**src/rtl/vga_pkg.sv**
```systemverilog
// Shared VGA timing constants, pixel types and the RGB332 colour expansion helper.
package vga_pkg;

    // 640x480@60 timing, counted in pixel ticks / lines
    localparam int unsigned H_ACTIVE = 640;
    localparam int unsigned H_FP     = 16;
    localparam int unsigned H_SYNC   = 96;
    localparam int unsigned H_TOTAL  = 800;
    localparam int unsigned V_ACTIVE = 480;
    localparam int unsigned V_FP     = 10;
    localparam int unsigned V_SYNC   = 2;
    localparam int unsigned V_TOTAL  = 525;

    // Counter width; totals must stay below 2**CNT_W
    localparam int unsigned CNT_W = 10;

    typedef struct packed {
        logic [3:0] r;
        logic [3:0] g;
        logic [3:0] b;
    } pixel_t;

    // Per-pixel attributes carried alongside the BRAM read
    typedef struct packed {
        logic active;
        logic in_img;
        logic hsync;
        logic vsync;
    } pix_meta_t;

    // Replicate the top bits so full-scale RGB332 maps to full-scale 4:4:4
    function automatic pixel_t rgb332_to_444(input logic [7:0] d);
        pixel_t p;
        p.r = {d[7:5], d[7]};
        p.g = {d[4:2], d[4]};
        p.b = {d[1:0], d[1:0]};
        return p;
    endfunction

endpackage

```
**src/rtl/vga_sync_counter.sv**
```systemverilog
// Horizontal/vertical pixel counters with raw (undelayed) sync, active and wrap flags.
module vga_sync_counter import vga_pkg::*; #(
    parameter int unsigned H_ACT    = H_ACTIVE,
    parameter int unsigned H_FRONT  = H_FP,
    parameter int unsigned H_SYNC_W = H_SYNC,
    parameter int unsigned H_TOT    = H_TOTAL,
    parameter int unsigned V_ACT    = V_ACTIVE,
    parameter int unsigned V_FRONT  = V_FP,
    parameter int unsigned V_SYNC_W = V_SYNC,
    parameter int unsigned V_TOT    = V_TOTAL
) (
    input  logic             clk,
    input  logic             rst,
    input  logic             tick,
    output logic [CNT_W-1:0] h_cnt,
    output logic [CNT_W-1:0] v_cnt,
    output logic             active,
    output logic             hsync_raw,
    output logic             vsync_raw,
    output logic             frame_wrap
);

    logic [CNT_W-1:0] h_q, h_d, v_q, v_d;
    logic             h_last, v_last;

    // Decode position flags from the current (pre-increment) counters
    always_comb begin
        h_last     = (h_q == CNT_W'(H_TOT - 1));
        v_last     = (v_q == CNT_W'(V_TOT - 1));
        active     = (h_q < CNT_W'(H_ACT)) && (v_q < CNT_W'(V_ACT));
        hsync_raw  = !((h_q >= CNT_W'(H_ACT + H_FRONT)) &&
                       (h_q <  CNT_W'(H_ACT + H_FRONT + H_SYNC_W)));
        vsync_raw  = !((v_q >= CNT_W'(V_ACT + V_FRONT)) &&
                       (v_q <  CNT_W'(V_ACT + V_FRONT + V_SYNC_W)));
        frame_wrap = h_last && v_last;
    end

    // Advance counters on each pixel tick, wrapping at the line/frame totals
    always_comb begin
        h_d = h_q;
        v_d = v_q;
        if (tick) begin
            if (h_last) begin
                h_d = '0;
                v_d = v_last ? '0 : v_q + CNT_W'(1);
            end else begin
                h_d = h_q + CNT_W'(1);
            end
        end
    end

    // Counter state; reset wins over a concurrent tick
    always_ff @(posedge clk) begin
        if (rst) begin
            h_q <= '0;
            v_q <= '0;
        end else begin
            h_q <= h_d;
            v_q <= v_d;
        end
    end

    assign h_cnt = h_q;
    assign v_cnt = v_q;

endmodule

```
**src/rtl/vga_frame_reader.sv**
```systemverilog
// Scans a scaled, centred RGB332 image out of BRAM onto the VGA pins, with the
// sync signals delayed to match the BRAM read latency.
module vga_frame_reader import vga_pkg::*; #(
    parameter int unsigned IMG_W       = 128,
    parameter int unsigned IMG_H       = 64,
    parameter int unsigned SCALE_SHIFT = 2,
    parameter int unsigned X_OFF       = 64,
    parameter int unsigned Y_OFF       = 112,
    parameter int unsigned ADDR_W      = 13,
    parameter int unsigned RD_LATENCY  = 1,
    parameter logic [7:0]  BORDER      = 8'h00,
    parameter int unsigned H_ACT       = H_ACTIVE,
    parameter int unsigned H_FRONT     = H_FP,
    parameter int unsigned H_SYNC_W    = H_SYNC,
    parameter int unsigned H_TOT       = H_TOTAL,
    parameter int unsigned V_ACT       = V_ACTIVE,
    parameter int unsigned V_FRONT     = V_FP,
    parameter int unsigned V_SYNC_W    = V_SYNC,
    parameter int unsigned V_TOT       = V_TOTAL
) (
    input  logic              clk,
    input  logic              rst,
    input  logic              pix_tick,
    output logic              mem_en,
    output logic [ADDR_W-1:0] mem_addr,
    input  logic [7:0]        mem_data,
    output logic [3:0]        vga_r,
    output logic [3:0]        vga_g,
    output logic [3:0]        vga_b,
    output logic              hsync,
    output logic              vsync,
    output logic              frame_start
);

    // Stage A plus RD_LATENCY delay stages
    localparam int unsigned DEPTH = RD_LATENCY + 1;

    logic [CNT_W-1:0]  h_cnt, v_cnt;
    logic              active, hsync_raw, vsync_raw, frame_wrap;
    logic [31:0]       h_ext, v_ext, img_x, img_y;
    logic              in_img;
    logic [ADDR_W-1:0] addr_d;

    logic              mem_en_q;
    logic [ADDR_W-1:0] mem_addr_q;
    logic              frame_start_q;
    logic [DEPTH-1:0]  vld_q;
    pix_meta_t         meta_q [DEPTH];
    pixel_t            pix_d, pix_q;
    logic              hsync_q, vsync_q;

    vga_sync_counter #(
        .H_ACT    (H_ACT),
        .H_FRONT  (H_FRONT),
        .H_SYNC_W (H_SYNC_W),
        .H_TOT    (H_TOT),
        .V_ACT    (V_ACT),
        .V_FRONT  (V_FRONT),
        .V_SYNC_W (V_SYNC_W),
        .V_TOT    (V_TOT)
    ) u_sync (
        .clk        (clk),
        .rst        (rst),
        .tick       (pix_tick),
        .h_cnt      (h_cnt),
        .v_cnt      (v_cnt),
        .active     (active),
        .hsync_raw  (hsync_raw),
        .vsync_raw  (vsync_raw),
        .frame_wrap (frame_wrap)
    );

    // Image window test and scaled-down image address for the current position
    always_comb begin
        h_ext  = 32'(h_cnt);
        v_ext  = 32'(v_cnt);
        in_img = (h_ext >= X_OFF) && (h_ext < X_OFF + (IMG_W << SCALE_SHIFT)) &&
                 (v_ext >= Y_OFF) && (v_ext < Y_OFF + (IMG_H << SCALE_SHIFT));
        img_x  = (h_ext - X_OFF) >> SCALE_SHIFT;
        img_y  = (v_ext - Y_OFF) >> SCALE_SHIFT;
        addr_d = ADDR_W'(img_y * IMG_W + img_x);
    end

    // Stage A and latency delay line: issue the read and carry pixel attributes alongside
    always_ff @(posedge clk) begin
        if (rst) begin
            mem_en_q      <= 1'b0;
            mem_addr_q    <= '0;
            frame_start_q <= 1'b0;
            vld_q         <= '0;
            for (int i = 0; i < int'(DEPTH); i++) meta_q[i] <= '0;
        end else begin
            frame_start_q <= pix_tick && frame_wrap;
            vld_q[0]      <= pix_tick;
            if (pix_tick) begin
                // Address holds outside the window so the BRAM input stays quiet
                mem_en_q  <= in_img;
                if (in_img) mem_addr_q <= addr_d;
                meta_q[0] <= '{active: active, in_img: in_img,
                               hsync: hsync_raw, vsync: vsync_raw};
            end
            for (int i = 1; i < int'(DEPTH); i++) begin
                vld_q[i]  <= vld_q[i-1];
                meta_q[i] <= meta_q[i-1];
            end
        end
    end

    // Select image data, border or blank for the pixel emerging from the delay line
    always_comb begin
        pix_d = '0;
        if (meta_q[DEPTH-1].active) begin
            pix_d = meta_q[DEPTH-1].in_img ? rgb332_to_444(mem_data) : rgb332_to_444(BORDER);
        end
    end

    // Stage B: update colour and sync together, holding between pixels
    always_ff @(posedge clk) begin
        if (rst) begin
            pix_q   <= '0;
            hsync_q <= 1'b1;
            vsync_q <= 1'b1;
        end else if (vld_q[DEPTH-1]) begin
            pix_q   <= pix_d;
            hsync_q <= meta_q[DEPTH-1].hsync;
            vsync_q <= meta_q[DEPTH-1].vsync;
        end
    end

    assign mem_en      = mem_en_q;
    assign mem_addr    = mem_addr_q;
    assign frame_start = frame_start_q;
    assign vga_r       = pix_q.r;
    assign vga_g       = pix_q.g;
    assign vga_b       = pix_q.b;
    assign hsync       = hsync_q;
    assign vsync       = vsync_q;

endmodule

```
**config.mk**
```make
export PLATFORM = sky130hd
export DESIGN_NAME = vga_frame_reader
export DESIGN_NICKNAME = d
export VERILOG_FILES = /design/src/rtl/vga_pkg.sv /design/src/rtl/vga_sync_counter.sv /design/src/rtl/vga_frame_reader.sv
export SDC_FILE = /design/constraint.sdc
export NUM_CORES = 1
export LEC_CHECK = 0
export CAP_MARGIN = 20
export CORE_MARGIN = 4
export CORE_UTILIZATION = 40
export CTS_CLUSTER_SIZE = 24
export DETAILED_ROUTE_END_ITERATION = 10
export MAX_ROUTING_LAYER = met4
export PLACE_DENSITY = 0.6
export SYNTH_ARGS = -nofsm -noshare
export SYNTH_HDL_FRONTEND = slang
export SYNTH_HIERARCHICAL = 1
export SYNTH_SLANG_ARGS = --single-unit
```
**constraint.sdc**
```tcl
create_clock -name clk -period 2.8 [get_ports clk]
set_clock_uncertainty 0.1 [all_clocks]
set_input_delay 0.56 -clock clk [delete_from_list [all_inputs] [get_ports clk]]
set_output_delay 0.56 -clock clk [all_outputs]
set_load 0.02 [all_outputs]
```
Fig. 1: the metal 3 layer
The bar under the picture is 20 microns long. Cells faint in the background.
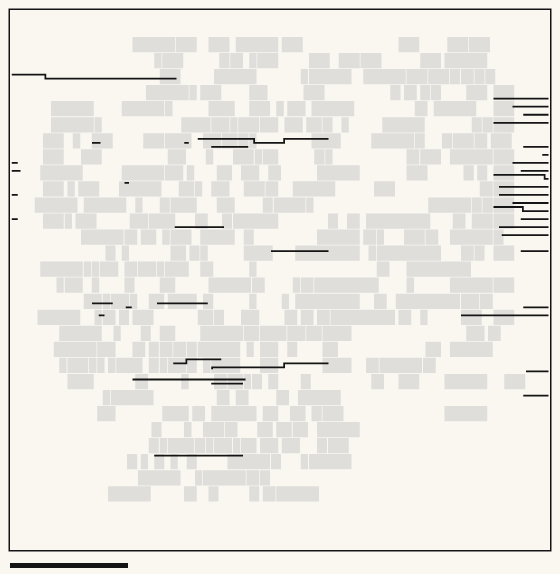
longest straight run: 22.1 microns
wire length on this layer: 295 microns
share of all routed wire: 5.1%

Fig. 2: logic cells by family
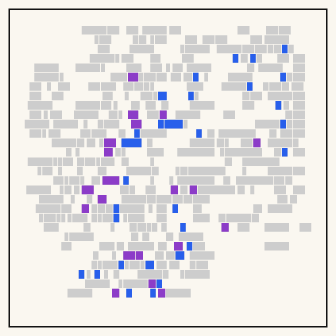
[purple] and/or cells | cells: 20 | most used: or3_1
[blue] aoi and oai cells | cells: 30 | most used: a21oi_1

Fig. 3: the metal 1 layer
The bar under the picture is 20 microns long. Supply wires on this layer in grey.
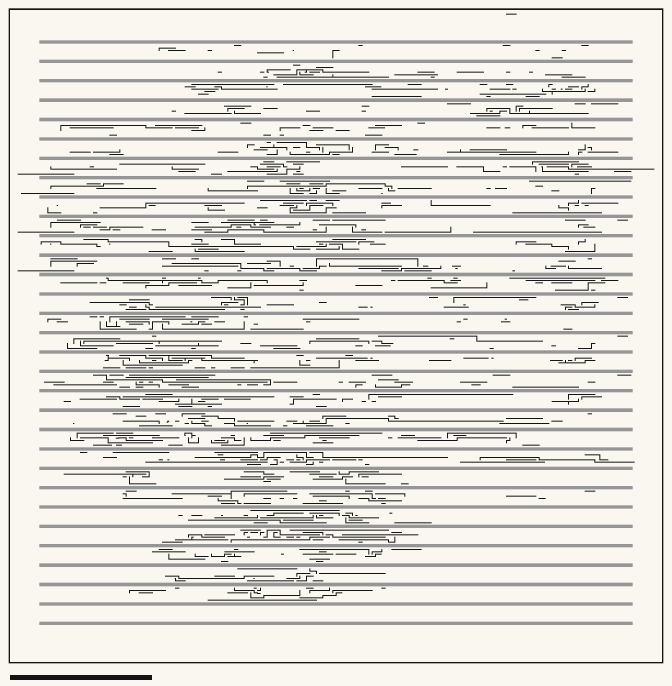
wire length on this layer: 2790 microns
main direction: horizontal
nets with wire on the layer: 337
longest straight run: 21.2 microns

Fig. 4: M2 wires
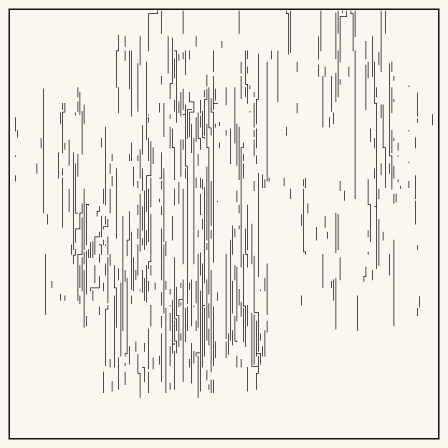
main direction: vertical
wire length on this layer: 2590 microns

==> flow_metrics.tcl <==
# implementation run metrics
set metrics [dict create \
    grt_pass1_wl_mm 9.43 \
    seq_share_pct 35.2 \
    sh_comb_area_pct 43.9 \
    cts_buffers 5 \
    cp-end-kind "register" \
    antenna_cells 0 \
    ys_sh_simple_pct 28.9 \
    logic_gates 220 \
    async_flop_share_pct 0 \
    fin_crit_ns 2.58 \
    hold_path_end "vld_q[1]" \
    cts_setup_buffers 0 \
    synth-edff-count 8 \
    yosysUniqueCellTypes 55 \
    tap_cells 96 \
    status "finished clean" \
    drtPass1Iterations 4 \
    rsz0062_at_grt "false" \
    power.share.clock_pct 33.7 \
    drive_gt1_share_pct 7.94 \
    finalSetupTns_ns 0 \
    port_buffers 39 \
    worst_pin_slew_ns 0.668 \
    cts_resized 0 \
    p_total_mw 1.34 \
    grt_busiest_layer "met2" \
    clock_latency_ns 0.31 \
    antenna_found_initial 0 \
    final_cells 436 \
    warnings 30 \
    drt_iter0_markers 82 \
    synth_chip_area_sq_um 2790 \
    grt_usage_pct 14.3 \
    largest_area_cell "dfxtp_1" \
    common_cells "47 x dfxtp_1, 29 x nor2_1, 21 x a21oi_1" \
    numSynthFlops 55 \
    r2r-end "mem_addr[5]" \
    nets 359 \
    fp_util_pct 41.1 \
    logic_family "simple AND/OR/NAND/NOR gates" \
    inv_count 10 \
    design_area_sq_um 3350 \
]
